### src/rtl/branch_resolve.sv
// Branch resolution stage: carries D-stage branches through E/M, detects
// mispredictions in M, requests a one-shot flush and keeps saturating counters.
module branch_resolve #(
  parameter int unsigned CNT_WIDTH = 32
) (
  input  logic                 clk,
  input  logic                 rst,
  input  logic                 stallE,
  input  logic                 flushE,
  input  logic                 stallM,
  input  logic                 flushM,
  input  logic                 branchD,
  input  logic                 pred_takeD,
  input  logic [31:0]          pcD,
  input  logic [31:0]          targetD,
  input  logic                 actual_takeM,
  output logic                 branchM,
  output logic [31:0]          pcM,
  output logic                 flush_reqM,
  output logic [31:0]          redirect_pcM,
  output logic [CNT_WIDTH-1:0] branch_cnt,
  output logic [CNT_WIDTH-1:0] mispred_cnt
);

  localparam int unsigned XLEN = 32;
  localparam logic [CNT_WIDTH-1:0] CNT_MAX = '1;
  localparam logic [XLEN-1:0] FALL_THRU_OFS = XLEN'(8);

  logic                 br_e_q, br_e_d;
  logic                 pred_e_q, pred_e_d;
  logic [XLEN-1:0]      pc_e_q, pc_e_d;
  logic [XLEN-1:0]      tgt_e_q, tgt_e_d;
  logic                 br_m_q, br_m_d;
  logic                 pred_m_q, pred_m_d;
  logic [XLEN-1:0]      pc_m_q, pc_m_d;
  logic [XLEN-1:0]      tgt_m_q, tgt_m_d;
  logic                 reported_m_q, reported_m_d;
  logic [CNT_WIDTH-1:0] branch_cnt_q, branch_cnt_d;
  logic [CNT_WIDTH-1:0] mispred_cnt_q, mispred_cnt_d;
  logic                 mispred_m;

  // Resolution in M: flush only once per branch even if M is held
  always_comb begin
    mispred_m    = br_m_q & (pred_m_q ^ actual_takeM);
    flush_reqM   = mispred_m & ~reported_m_q;
    redirect_pcM = '0;
    if (br_m_q) begin
      redirect_pcM = actual_takeM ? tgt_m_q : pc_m_q + FALL_THRU_OFS;
    end
  end

  // D->E register
  always_comb begin
    br_e_d   = br_e_q;
    pred_e_d = pred_e_q;
    pc_e_d   = pc_e_q;
    tgt_e_d  = tgt_e_q;
    if (flushE) begin
      br_e_d   = 1'b0;
      pred_e_d = 1'b0;
      pc_e_d   = '0;
      tgt_e_d  = '0;
    end else if (!stallE) begin
      br_e_d   = branchD;
      pred_e_d = pred_takeD;
      pc_e_d   = pcD;
      tgt_e_d  = targetD;
    end
  end

  // E->M register; a stalled E feeds a bubble into a moving M
  always_comb begin
    br_m_d       = br_m_q;
    pred_m_d     = pred_m_q;
    pc_m_d       = pc_m_q;
    tgt_m_d      = tgt_m_q;
    reported_m_d = reported_m_q;
    if (flushM) begin
      br_m_d       = 1'b0;
      reported_m_d = 1'b0;
    end else if (!stallM) begin
      br_m_d       = br_e_q & ~stallE;
      pred_m_d     = pred_e_q;
      pc_m_d       = pc_e_q;
      tgt_m_d      = tgt_e_q;
      reported_m_d = 1'b0;
    end else begin
      reported_m_d = reported_m_q | flush_reqM;
    end
  end

  // Saturating counters advance when a branch leaves M
  always_comb begin
    branch_cnt_d  = branch_cnt_q;
    mispred_cnt_d = mispred_cnt_q;
    if (br_m_q && !stallM) begin
      if (branch_cnt_q != CNT_MAX) begin
        branch_cnt_d = branch_cnt_q + CNT_WIDTH'(1);
      end
      if (mispred_m && (mispred_cnt_q != CNT_MAX)) begin
        mispred_cnt_d = mispred_cnt_q + CNT_WIDTH'(1);
      end
    end
  end

  always_ff @(posedge clk or negedge rst) begin
    if (!rst) begin
      br_e_q        <= 1'b0;
      pred_e_q      <= 1'b0;
      pc_e_q        <= '0;
      tgt_e_q       <= '0;
      br_m_q        <= 1'b0;
      pred_m_q      <= 1'b0;
      pc_m_q        <= '0;
      tgt_m_q       <= '0;
      reported_m_q  <= 1'b0;
      branch_cnt_q  <= '0;
      mispred_cnt_q <= '0;
    end else begin
      br_e_q        <= br_e_d;
      pred_e_q      <= pred_e_d;
      pc_e_q        <= pc_e_d;
      tgt_e_q       <= tgt_e_d;
      br_m_q        <= br_m_d;
      pred_m_q      <= pred_m_d;
      pc_m_q        <= pc_m_d;
      tgt_m_q       <= tgt_m_d;
      reported_m_q  <= reported_m_d;
      branch_cnt_q  <= branch_cnt_d;
      mispred_cnt_q <= mispred_cnt_d;
    end
  end

  assign branchM     = br_m_q;
  assign pcM         = pc_m_q;
  assign branch_cnt  = branch_cnt_q;
  assign mispred_cnt = mispred_cnt_q;

endmodule
### config.mk
export PLATFORM = sky130hd
export DESIGN_NAME = branch_resolve
export DESIGN_NICKNAME = d
export VERILOG_FILES = /design/src/rtl/branch_resolve.sv
export SDC_FILE = /design/constraint.sdc
export NUM_CORES = 1
export LEC_CHECK = 0
export CELL_PAD_IN_SITES_DETAIL_PLACEMENT = 1
export CELL_PAD_IN_SITES_GLOBAL_PLACEMENT = 1
export CORE_MARGIN = 2
export CORE_UTILIZATION = 40
export DETAILED_ROUTE_END_ITERATION = 16
export PLACE_DENSITY = 0.91
export SYNTH_ARGS = -nofsm -noshare
export SYNTH_HDL_FRONTEND = slang
export SYNTH_SLANG_ARGS = --single-unit
### constraint.sdc
create_clock -name clk -period 3.36 [get_ports clk]
set_input_delay 1.008 -clock clk [delete_from_list [all_inputs] [get_ports clk]]
set_output_delay 1.008 -clock clk [all_outputs]
set_load 0.02 [all_outputs]
==> images/route_heat.png <==
The die is cut into 31 by 31 equal tiles; black is low, pale yellow is high, scaled to the fullest tile. Values are wire area over tile area, all layers added.
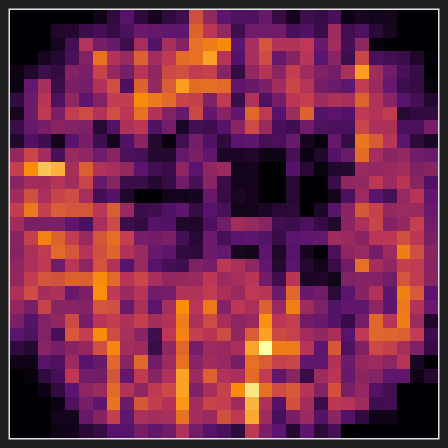
mean over tiles	0.18
nearly empty tiles	7.4%
fullest tile	0.53

==> images/class_map.png <==
Bar = 50 um. Fill, decap, tap and diode cells in gray.
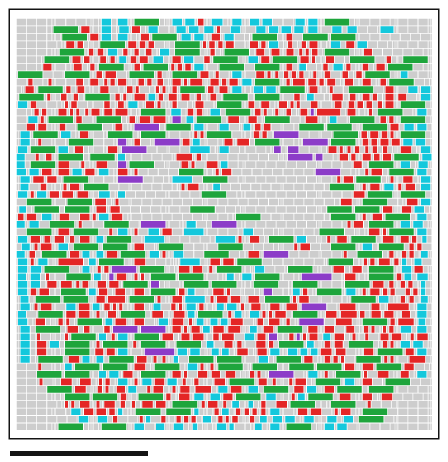
class	color	cells	share of their area
remaining logic cells	red	579	35%
remaining buffers and delay cells	cyan	259	20%
clock drivers and dummy loads	purple	31	4.7%
registers	green	197	40%

==> images/layers.png <==
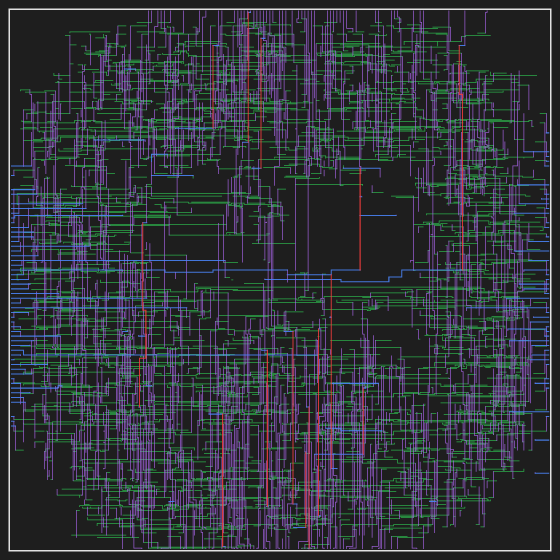
layer	color	wire length
M2	purple	13900 um
M3	blue	1030 um
M4	red	573 um
M1	green	11700 um

==> summary.txt <==
flow finished, numbers: status finished, violations left, failing checks negative setup slack, Clock Latency Late Sink 0.43 ns, final setup vio count 5, Hold Crit Endpoint pcM[28], initial DRC count 282, CTS tree done, Pins Over Slew Limit 0, Max Fclk 296 MHz, biggest area cells dfrtp_1 (54%), mux2_2 (7.7%), mux2i_1 (7.6%), Int Pwr 4.03 mW, CP Data Required Time 2.35 ns, Reg clk slew, reported paths 0.08 ns, final setup TNS -0.0375 ns, Global Route Usage Sum 0.230, first-pass GRT wire length 43600 um, # port buffers 202, Cell variety after synth 42, static leakage 5.73 nW, Post-DP HPWL 19400 um, Slew @ Worst Pin 0.860 ns, Die X-Extent 155 um, worst hold-check path type reg -> reg, Crit Path Class reg -> out, Final Hold Violating Endpoints 0, most frequent logic cell in the layout dfrtp_1, ys cells 815, Clk pwr share 0.374, Comb power frac 0.145, syn avg cell area 11.2 um^2, routed length per instance 20.1 um, cell area after layout 12600 um^2, cell depth of the worst flop-to-flop path 6, critical path launch point pcM[3], most instantiated logic cells after routing dfrtp_1 (197), clkdlybuf4s50_1 (165), nor2_1 (89), mux2i_1 (70), mux2_2 (63), Remaining DRCs 0, chip footprint 24100 um^2, vias after detailed routing 7268, count of tool warnings 28, core area 22600 um^2, Root Driver clkbuf_16, Area Growth Syn to Fin 37.6%, Max VDD drop 0.312 mV, R2R Setup Slk 0.86 ns, vias per cell 5.36, Synth area leader dfrtp_1, ANT nets after route 0, CTS Buffer Depth 2, initial antenna violation count 5, drt first pass iters 4, Max-cap violations 0, # clock sinks 197, Net Count, Synth 891, Cell Rows 55, largest net degree at the start of global routing 71, hold buffers post-CTS 0, Synth warnings 0, Yosys Chip Area 9170 um^2, P_sw 1.46 mW, Arr. time, crit path 2.37 ns, clk_skew 0.0141 ns, Power Density 435 nW/um^2, reg2reg start branch_cnt[1], worst hold stages 2, vias in the first global route 7856, Core Util, Final 0.559, Seq/Total Area, Yosys 0.538, period utilization 1.01, io pins 203, DP Area 11900 um^2, Hold Crit Start pc_e_q[28], worst setup margin -0.0185 ns, worst r2r dst branch_cnt[11], CTS H-tree depth 4, Synth Instances 815, gr ovfl total 0, count of non-filler cells in the finished layout 1355, CTS buffer count 17, relative slew slack 0.421, placed cells 1314, final net count 1130, cell area after synthesis 9170 um^2, Die Ht 155 um, share of layout cells above drive strength 1 0.198, Worst Path Max Fanout 6, RSZ-0062 raised after global routing yes, Sw Share 0.265, Reg power frac 0.481, Setup crit end kind output port, routed wire length 27200 um, fp_density 0.406, Placer Congestion 0.822, post-synthesis register bit count 197, Max-area cell share 0.538, fin crit period 3.38 ns, crit start category register
critical path, cell delays in order, from the launching register on:
cell and delay [ns]:
dfrtp_1 0.41, nand4_1 0.22, or4_4 0.62, nor3_2 0.26
xnor2_1 0.10, a21oi_1 0.15, buf_2 0.18
power by group through the flow:
stage	sequential (mW)	combinational (mW)	clock [mW]
2_1_floorplan	2.72	0.276	0
3_3_place_gp	2.67	0.752	0
3_5_place_dp	2.68	0.780	0
4_1_cts	2.63	0.800	2.11
5_1_grt	2.65	0.858	2.20
6_report	2.63	0.796	2.05
metal layers:
| layer | wire length, um | GRT usage | share of wire |
|---|---|---|---|
| met1 | 11700 | 0.294 | 0.43 |
| met4 | 572 | 0.0721 | 0.021 |
| met2 | 13900 | 0.396 | 0.51 |
| met5 | 0 | 0 | 0 |
| met3 | 1030 | 0.0448 | 0.038 |
area by class of cell:
type,instances,area (um^2)
well taps,285,357
clock buffers,19,433
diodes,4,10.0
repair buffers,259,2460
flip-flops and latches,197,4930
fillers,2401,9960
multi-input cells,568,4230
clock inverters,12,144
inverters,11,41.3
through the flow:
| step | worst slack (ns) | power [mW] | hold WS, ns |
|---|---|---|---|
| final | -0.0185 | 5.48 | 0.486 |
| after global routing | -0.141 | 5.72 | 0.529 |
| after CTS | -0.0903 | 5.55 | 0.490 |
| after detailed placement | -0.523 | 3.46 | 0.473 |
| after global placement | -0.449 | 3.42 | 0.462 |
| after floorplan | 0.160 | 3.00 | 0.450 |
how the worst max path moves through the flow:
stage	to	slack, ns	cells after the start
floorplan	redirect_pcM[30]	0.16	6
global placement	redirect_pcM[28]	-0.45	6
detailed placement	redirect_pcM[25]	-0.52	6
CTS	redirect_pcM[27]	-0.09	8
global route	redirect_pcM[23]	-0.14	8
finish	redirect_pcM[28]	-0.02	6
cell usage after synthesis, drive strengths merged:
master / instances
a21oi: 21
o21a: 1
buf: 7
a31oi: 5
nand3: 43
o211a: 5
nand4: 33
nand4b: 1
a211oi: 1
mux2i: 70
or3: 3
dfrtp: 197
nor2: 91
o21ai: 29
nand2: 35
nor2b: 5
nor4: 11
xor2: 24
xnor2: 61
and4: 11
and2: 5
nor4b: 1
or4: 6
nor3: 13
inv: 11
ha: 3
a22oi: 1
or2: 1
nor3b: 2
clkbuf: 32
nand2b: 2
o211ai: 4
nand3b: 1
and3: 15
mux2: 64
kinds of logic (layout without fill, tap and decap cells):
| logic type | Yosys count | after routing | share of synthesized area |
|---|---|---|---|
| simple gates | 279 | 279 | 0.158 |
| flops | 197 | 197 | 0.538 |
| mux | 134 | 134 | 0.155 |
| xor+xnor | 85 | 85 | 0.0820 |
| compound gates | 67 | 67 | 0.0419 |
| buf+inv | 50 | 301 | 0.0209 |
| fa+ha+maj | 3 | 3 | 0.00410 |
| other cells | 0 | 4 | 0 |
sequential cells by signal, indices dropped and copies added, names as in the netlist:
register      cells
tgt_m_q          32
reported_m_q      1
mispred_cnt      32
pred_m_q          1
branchM           1
pred_e_q          1
pcM              32
pc_e_q           32
br_e_q            1
tgt_e_q          32
branch_cnt       32
repair_timing:
action | in CTS | in global routing
resized | 124 | 20
cloned | 0 | 0
setup endpoints to repair | 33 | 21
setup buffers | 4 | 2
pin swaps | 10 | 8
Power is estimated from default activity; no workload was simulated.
